Design imem_fetch_ctrl, sky130hd; sources not shown.
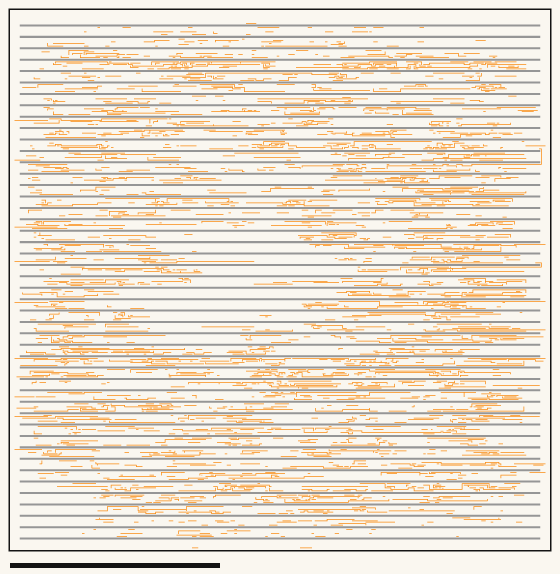
*Metal 1, run 1*
The bar under the picture is 50 um long. Supply wires on this layer in grey.
main direction: horizontal
longest straight run: 27.1 um
wire length on this layer: 7,720 um
wire length reported by the detailed router: 17,760 um
total vias in the final route: 5,799

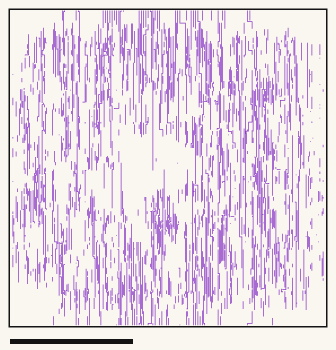
*Metal 2, run 1*
The bar under the picture is 50 um long.
share of all routed wire: 50%
nets with wire on the layer: 829
longest straight run: 54.1 um
main direction: vertical
grt met2 use: 0.3859

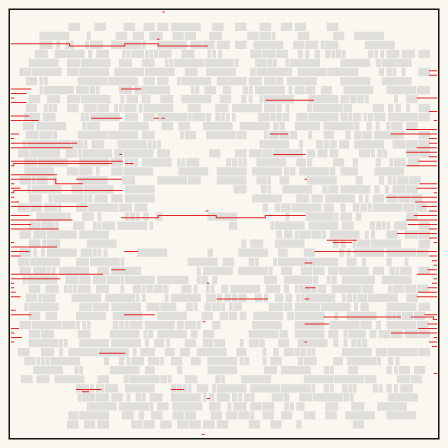
*Met3 routing, run 1*
nets with wire on the layer: 103
wire length on this layer: 895 um
share of all routed wire: 5.0%
main direction: horizontal
met3 track utilization from global routing: 0.05322

==> results.env, run 1 <==
P_LEAK_uW=0.004517
CRIT_CHAIN='buf_2 -> buf_4 -> mux2i_1 -> inv_1 -> clkdlybuf4s50_1'
CTS_MAX_LEVEL=4
STATUS='finished clean'
YOSYSWARNINGCOUNT=0
DR_WL_MET3_UM=894
WORSTREGTOREGCELLS=4
GRT_SETUP_UNREPAIRED='false'
COUNT_OF_NETS_LEFT_WITH_ANTENNA_VIOLATIONS_AFTER_DETAIL_ROUTING=0
CORE.ROWCOUNT=45
GLOBAL_ROUTE_WIRE_LENGTH_BEFORE_REPAIR_UM=29530
DETAIL_ROUTE.FIRST_PASS.ITERATIONS=4
ANTENNA_FOUND_INITIAL=0
VIASPERCELL=5.340
FINAL-MAX-SLEW-VIOLATION-COUNT=0
SLOWEST_STAGE='sky130_fd_sc_hd__buf_4'
GP_CONGESTION=0.7868
CLK_TRANSITION_REPORTED_PATHS_NS=0.06
INITIAL_UTILIZATION=0.5123
WARNING_TOTAL_ACROSS_THE_STAGE_LOGS=28
[run 1: cells by family after synthesis]
family                     share of synthesized area
and+or+nand+nor                               0.1553
DFF                                           0.5269
muxes                                         0.1722
AOI/OAI and AO/OA                            0.06860
buffers and inverters                        0.04385
xor gates and xnor gates                     0.03149
adders and majority gates                   0.001606
[run 1: cell type report]
type                            instances  area share
Multi-Input combinational cell        502      0.3347
Timing Repair Buffer                  167      0.1650
Inverter                               34     0.01321
Sequential cell                       164      0.4088
Tap cell                              188     0.02343
Clock inverter                         13     0.01109
Clock buffer                           18     0.04374
[run 1: power by group]
part / total, uW / switching [uW] / internal (uW)
registers: 931 / 94.7 / 836
clock network: 616 / 266 / 350
logic: 828 / 413 / 415
### M4 wires, run 1

The bar under the picture is 50 um long. Supply wires on this layer in grey.
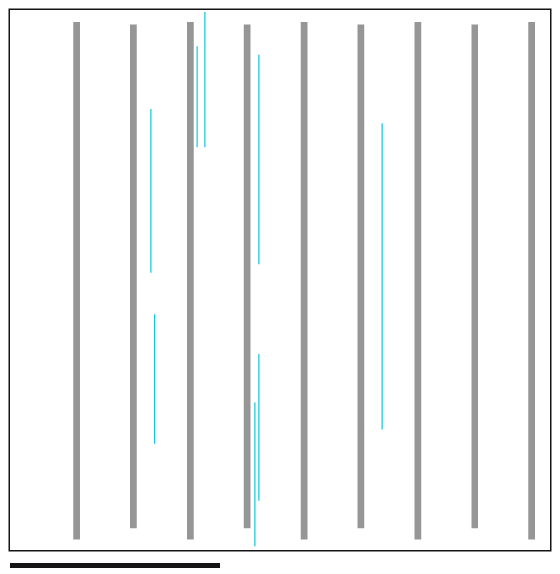

==> run 2: changes to the inputs <==
Clock period 9.9 ns to 4.1 ns, I/O delays scaled along.
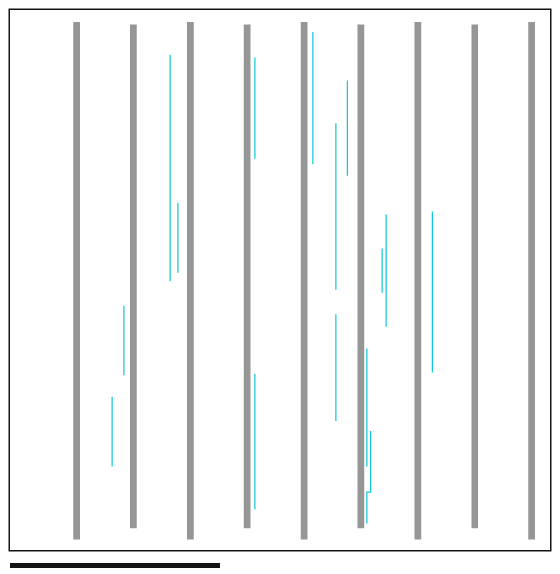
*M4 wires, run 2*
The bar under the picture is 50 um long. Supply wires on this layer in grey.
longest straight run: 53.7 um
share of all routed wire: 2.2%
nets with wire on the layer: 11
wire length reported by the detailed router: 18,270 um
total vias in the final route: 5,779

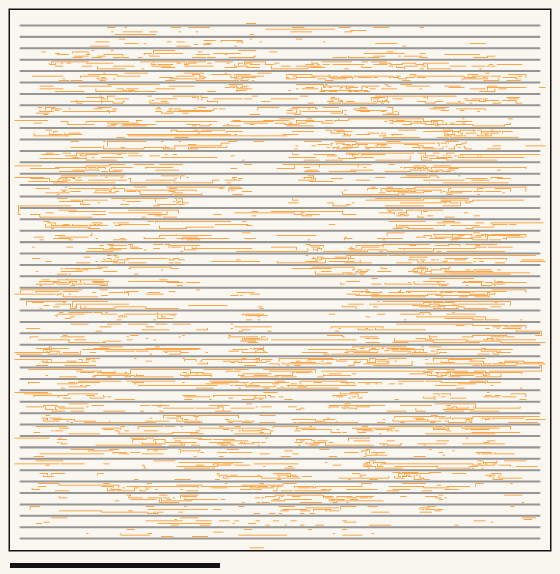
*Metal 1, run 2*
The bar under the picture is 50 um long. Supply wires on this layer in grey.
nets with wire on the layer: 855
main direction: horizontal
longest straight run: 37.7 um
share of all routed wire: 43%
met1 Track Usage GR: 0.2724

==> run 2 against run 1 <==
  * Clock skew hardly changed
  * Synthesized cell count is the same
  * Power rose by 150%
  * Die area did not move
==> results.env, run 2 <==
P_LEAK_uW=0.004580
N_CLOCK_BUFFER=21
COUNT_OF_NETS_LEFT_WITH_ANTENNA_VIOLATIONS_AFTER_DETAIL_ROUTING=0
BUFAREASHARENONCLOCK=0.1700
INITIAL_UTILIZATION=0.5123
WARNING_TOTAL_ACROSS_THE_STAGE_LOGS=28
WORSTREGTOREGCELLS=5
FF_COUNT=164
VIASPERCELL=5.292
STATUS='finished clean'
CORE.ROWCOUNT=45
COMB_SHARE=0.3308
FINAL-MAX-SLEW-VIOLATION-COUNT=0
CLOCK_TREE_AREA_FRACTION=0.05911
GRT_SETUP_UNREPAIRED='false'
CLK_TRANSITION_REPORTED_PATHS_NS=0.06
GP_CONGESTION=0.8014
GLOBAL_ROUTE_WIRE_LENGTH_BEFORE_REPAIR_UM=29530
LOGIC_GATES=502
NONCLOCKINVERTERCOUNT=34
SEQAREAFRACTION=0.4041
YOSYSWARNINGCOUNT=0
DETAIL_ROUTE.FIRST_PASS.ITERATIONS=5
DR_WL_MET3_UM=1115
BUFFERS_EXCL_CLOCK=173
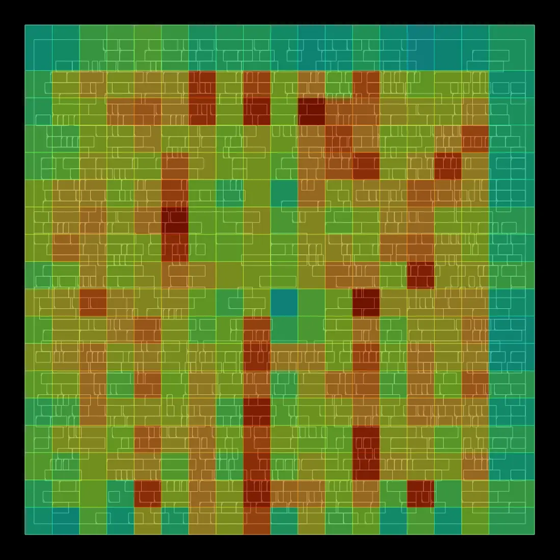
*Routing congestion, run 2*
grt met2 use: 0.3856
met3 track utilization from global routing: 0.06320
global router's overall resource usage: 0.2264

-- run 2: cell counts after synthesis --
No cell type changed its count.
-- run 2: critical path, stage by stage --
cell and delay [ns]:
sky130_fd_sc_hd__buf_2 0.44, sky130_fd_sc_hd__buf_4 0.41, sky130_fd_sc_hd__buf_4 0.31, sky130_fd_sc_hd__mux2i_1 0.37, sky130_fd_sc_hd__inv_1 0.13, sky130_fd_sc_hd__clkdlybuf4s50_1 0.56
-- run 2: kinds of logic after synthesis --
group	share of synthesized area
fa+ha+maj	0.001606
compound gates	0.06860
xor+xnor	0.03149
buf+inv	0.04385
flops	0.5269
mux	0.1722
simple gates	0.1553
-- run 2: power breakdown --
part	switching [uW]	internal, uW
sequential	241	2020
combinational	994	1020
clock	619	998
total	1850	4030
Power is estimated from default activity; no workload was simulated.
